[src/rtl/regfile_pkg.sv]
// Shared widths and FSM state encoding for the register-file burst controller.
package regfile_pkg;

    localparam int DEF_ADDR_WIDTH = 10;
    localparam int DEF_DATA_WIDTH = 32;
    localparam int DEF_LEN_WIDTH  = 8;

    typedef enum logic [1:0] {
        IDLE  = 2'd0,
        WRITE = 2'd1,
        READ  = 2'd2,
        DRAIN = 2'd3
    } state_t;

endpackage

[src/rtl/regfile_burst_ctrl.sv]
// Burst read/write sequencer for a 1-cycle-latency register file; one beat per cycle.
// Writes are combinational pass-through; read beats appear the cycle after issue and stall on rdata_ready.
module regfile_burst_ctrl
    import regfile_pkg::*;
#(
    parameter int ADDR_WIDTH = DEF_ADDR_WIDTH,
    parameter int DATA_WIDTH = DEF_DATA_WIDTH,
    parameter int LEN_WIDTH  = DEF_LEN_WIDTH
) (
    input  logic                  clk,
    input  logic                  rst,

    input  logic                  cmd_valid,
    output logic                  cmd_ready,
    input  logic                  cmd_write,
    input  logic [ADDR_WIDTH-1:0] cmd_addr,
    input  logic [LEN_WIDTH-1:0]  cmd_len,

    input  logic                  wdata_valid,
    output logic                  wdata_ready,
    input  logic [DATA_WIDTH-1:0] wdata,

    output logic                  rdata_valid,
    input  logic                  rdata_ready,
    output logic [DATA_WIDTH-1:0] rdata,
    output logic                  rdata_last,

    output logic                  done,

    output logic [ADDR_WIDTH-1:0] rf_addr,
    output logic                  rf_wr_en,
    output logic                  rf_rd_en,
    output logic [DATA_WIDTH-1:0] rf_wr_data,
    input  logic [DATA_WIDTH-1:0] rf_rd_data
);

    localparam logic [LEN_WIDTH:0]  ONE_BEAT = (LEN_WIDTH+1)'(1);
    localparam logic [ADDR_WIDTH-1:0] ADDR_ONE = ADDR_WIDTH'(1);

    state_t                state_q, state_d;
    logic [ADDR_WIDTH-1:0] addr_q,  addr_d;
    logic [LEN_WIDTH:0]    beats_q, beats_d;
    logic                  rvld_q,  rvld_d;
    logic                  rlast_q, rlast_d;
    logic                  done_q,  done_d;
    logic                  rd_hs;
    logic                  rd_issue;

    always_ff @(posedge clk) begin
        if (rst) begin
            state_q <= IDLE;
            addr_q  <= '0;
            beats_q <= '0;
            rvld_q  <= 1'b0;
            rlast_q <= 1'b0;
            done_q  <= 1'b0;
        end else begin
            state_q <= state_d;
            addr_q  <= addr_d;
            beats_q <= beats_d;
            rvld_q  <= rvld_d;
            rlast_q <= rlast_d;
            done_q  <= done_d;
        end
    end

    always_comb begin
        state_d     = state_q;
        addr_d      = addr_q;
        beats_d     = beats_q;
        rvld_d      = rvld_q;
        rlast_d     = rlast_q;
        done_d      = 1'b0;
        cmd_ready   = 1'b0;
        wdata_ready = 1'b0;
        rf_wr_en    = 1'b0;
        rd_issue    = 1'b0;
        rd_hs       = rvld_q && rdata_ready;

        // A consumed beat retires unless a new issue below refills the slot.
        if (rd_hs) begin
            rvld_d  = 1'b0;
            rlast_d = 1'b0;
        end

        case (state_q)
            IDLE: begin
                cmd_ready = 1'b1;
                if (cmd_valid) begin
                    addr_d  = cmd_addr;
                    beats_d = {1'b0, cmd_len} + ONE_BEAT;
                    state_d = cmd_write ? WRITE : READ;
                end
            end
            WRITE: begin
                wdata_ready = 1'b1;
                rf_wr_en    = wdata_valid;
                if (wdata_valid) begin
                    addr_d  = addr_q + ADDR_ONE;
                    beats_d = beats_q - ONE_BEAT;
                    if (beats_q == ONE_BEAT) begin
                        state_d = IDLE;
                        done_d  = 1'b1;
                    end
                end
            end
            READ: begin
                rd_issue = !rvld_q || rdata_ready;
                if (rd_issue) begin
                    addr_d  = addr_q + ADDR_ONE;
                    beats_d = beats_q - ONE_BEAT;
                    rvld_d  = 1'b1;
                    rlast_d = (beats_q == ONE_BEAT);
                    if (beats_q == ONE_BEAT) begin
                        state_d = DRAIN;
                    end
                end
            end
            DRAIN: begin
                if (rd_hs && rlast_q) begin
                    state_d = IDLE;
                    done_d  = 1'b1;
                end
            end
            default: state_d = IDLE;
        endcase
    end

    assign rf_rd_en    = rd_issue;
    assign rf_addr     = addr_q;
    assign rf_wr_data  = wdata;
    assign rdata       = rf_rd_data;
    assign rdata_valid = rvld_q;
    assign rdata_last  = rlast_q;
    assign done        = done_q;

endmodule
[config.mk]
export PLATFORM = sky130hd
export DESIGN_NAME = regfile_burst_ctrl
export DESIGN_NICKNAME = d
export VERILOG_FILES = /design/src/rtl/regfile_pkg.sv /design/src/rtl/regfile_burst_ctrl.sv
export SDC_FILE = /design/constraint.sdc
export NUM_CORES = 1
export LEC_CHECK = 0
export CAP_MARGIN = 20
export CORE_MARGIN = 2
export CORE_UTILIZATION = 34
export CTS_CLUSTER_SIZE = 28
export DETAILED_ROUTE_END_ITERATION = 7
export PLACE_DENSITY = 0.93
export SLEW_MARGIN = 20
export SYNTH_ARGS = -nofsm -noshare
export SYNTH_HDL_FRONTEND = slang
export SYNTH_SLANG_ARGS = --single-unit
[constraint.sdc]
create_clock -name clk -period 2.9 [get_ports clk]
set_input_delay 0.435 -clock clk [delete_from_list [all_inputs] [get_ports clk]]
set_output_delay 0.435 -clock clk [all_outputs]
set_load 0.01 [all_outputs]
wire_density.png
17 x 17 tiles, from dark blue (low) to red (high), scaled to the fullest tile. Values are wire area over tile area, all layers added.
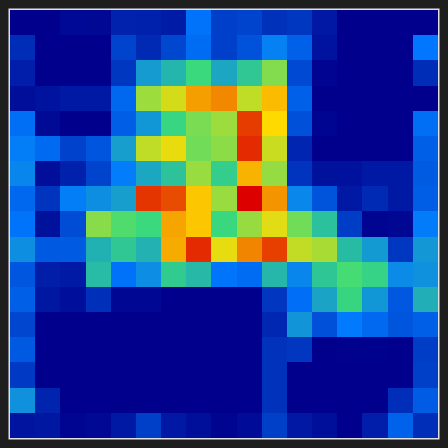
densest ninth of the die: center
mean over tiles: 0.12
emptiest ninth of the die: bottom center
tiles over half the peak: 14%
per-cell routed wire length: 14.3 um
Via Count: 1813
final WL: 4660 um
Tot GR Track Use: 0.135

drive_strength.png
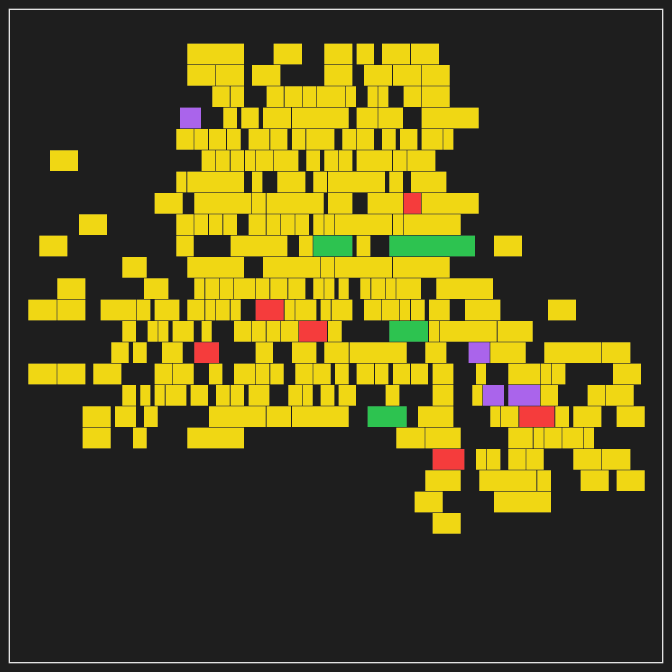
[green] drive 6 and up | cells: 4
[yellow] drive 1 or less | cells: 236
[purple] drive 3 to 4 | cells: 4
[red] drive 2 | cells: 6
Layout area overhead: 2.70%
non-clock buffer instance count of the final layout: 43
post-route cell area: 2190 um^2
final setup margin: 0.542 ns

clock_map.png
Scale bar: 20 um.
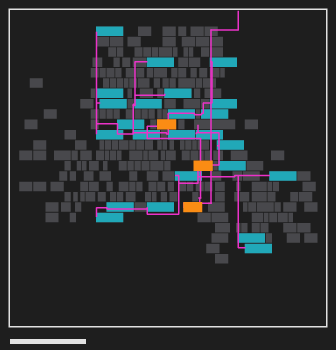
[cyan] flip-flops | count: 24
[orange] cells driving clock nets | count: 3
[magenta] clock wires | length: 331 um
routed clock nets: 4
clock skew: 0.00266 ns
Clk power: 0.000298 W
clk_lat worst skew: 0.27 ns

final_placement.png
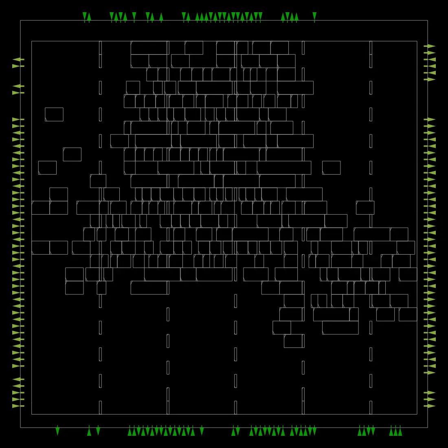
core area: 5990 um^2
tap cell count: 75
registers: 24
final core area utilization: 0.365

registers.png
Scale bar: 20 um.
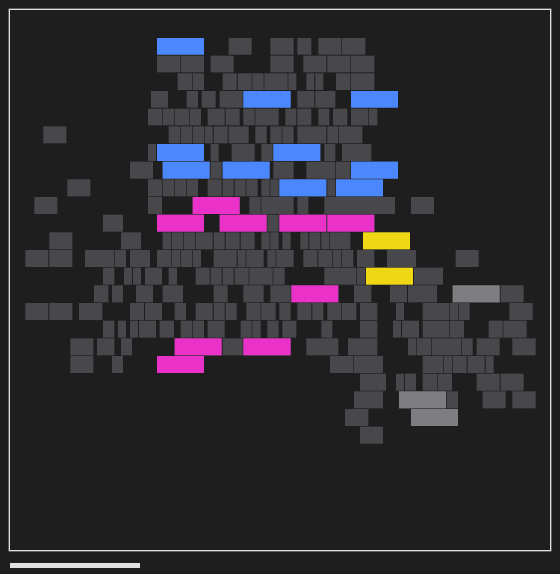
[yellow] state_q | flops: 2
[blue] rf_addr | flops: 10 | where: top center
[magenta] beats_q | flops: 9 | where: center
not colored: 3
fraction of area in registers: 0.220
register area: 480 um^2
seq pwr: 0.000556 W

==> reports/metrics.cfg <==
[placed_design]
pre_cts_slack_ns=0.476
place_area_um2=2110
numPortBuffers=40

[yosys]
syn_nets=376
edf_count=0
netlist_instances=278
synthArstFlopShare=0
top_area_cell=dfxtp_1
synth_warnings=0
avgSynthCellArea_um2=7.66
synth.top_cell.area_share=0.226
synth_area_um2=2130

[die]
num_rows=28
chipArea_um2=6910
die_w_um=83.1
fp.dieH_um=83.1

[detailed_routing]
ant_nets=0
vias_per_cell=5.58
drt_iter0_markers=142
wl_met2_um=2200
first_pass_iters=4
met1Wirelength_um=1860

[critical_path]
reg2reg_setup_slack_ns=0.54
critPathSlowestCell=ha_1
reg2reg_to=rf_addr[5]
critical_path.most_common_cell=inv_1
end_kind=register
slowest_delay_ns=0.67
cp.required_ns=3.11

[global_routing]
antenna_found_initial=0

[clock_network]
cts_buffer_depth=2
cts_buffers=3
cts_tree=built
cts_setup_buffers=0

[power]
power_w=0.00198
p_seq_frac=0.281
power_leakage_nw=0.758
p_int_w=0.00112
clock_power_share=0.151

[sta]
post-route-period-util=0.813
hold_violations=0
min_period_ns=2.36
fmax_mhz=424
fin_setup_tns_ns=0
worstMarginPinSlew_ns=0.678
setup_viol=0
hold_ws_ns=0.497

[run_status]
outcome=finished clean

[cells_and_area]
final_cell_mix=clkdlybuf4s50_1 (40), dfxtp_1 (24), o21ai_0 (20)
lay_top_count=clkdlybuf4s50_1
diodes=0
finalNonFillerCells=325

[hold_path]
min_to=beats_q[8]
hp-start=beats_q[8]

[flow_run]
drv_cap=0

## registers in the layout, summed over array words and instances, names as in the netlist
signal and flops:
rf_addr 10, done 1, rdata_last 1, beats_q 9, state_q 2, rdata_valid 1
## cell type report
class | count | area, um^2 | area share
Timing Repair Buffer | 43 | 423 | 0.193
Multi-Input combinational cell | 171 | 1090 | 0.497
Clock buffer | 3 | 41.3 | 0.0189
Inverter | 8 | 30.0 | 0.0137
Clock inverter | 1 | 30.0 | 0.0137
Sequential cell | 24 | 480 | 0.220
Tap cell | 75 | 93.8 | 0.0429
## logic make-up after synthesis
kind of cell    share of synthesized area
compound gates                      0.196
xor+xnor                           0.0123
fa+ha+maj                          0.0588
buf+inv                             0.263
flops                               0.226
mux                                0.0194
simple gates                        0.224
Power figures rest on the tool's default switching activity, not on a simulated workload.
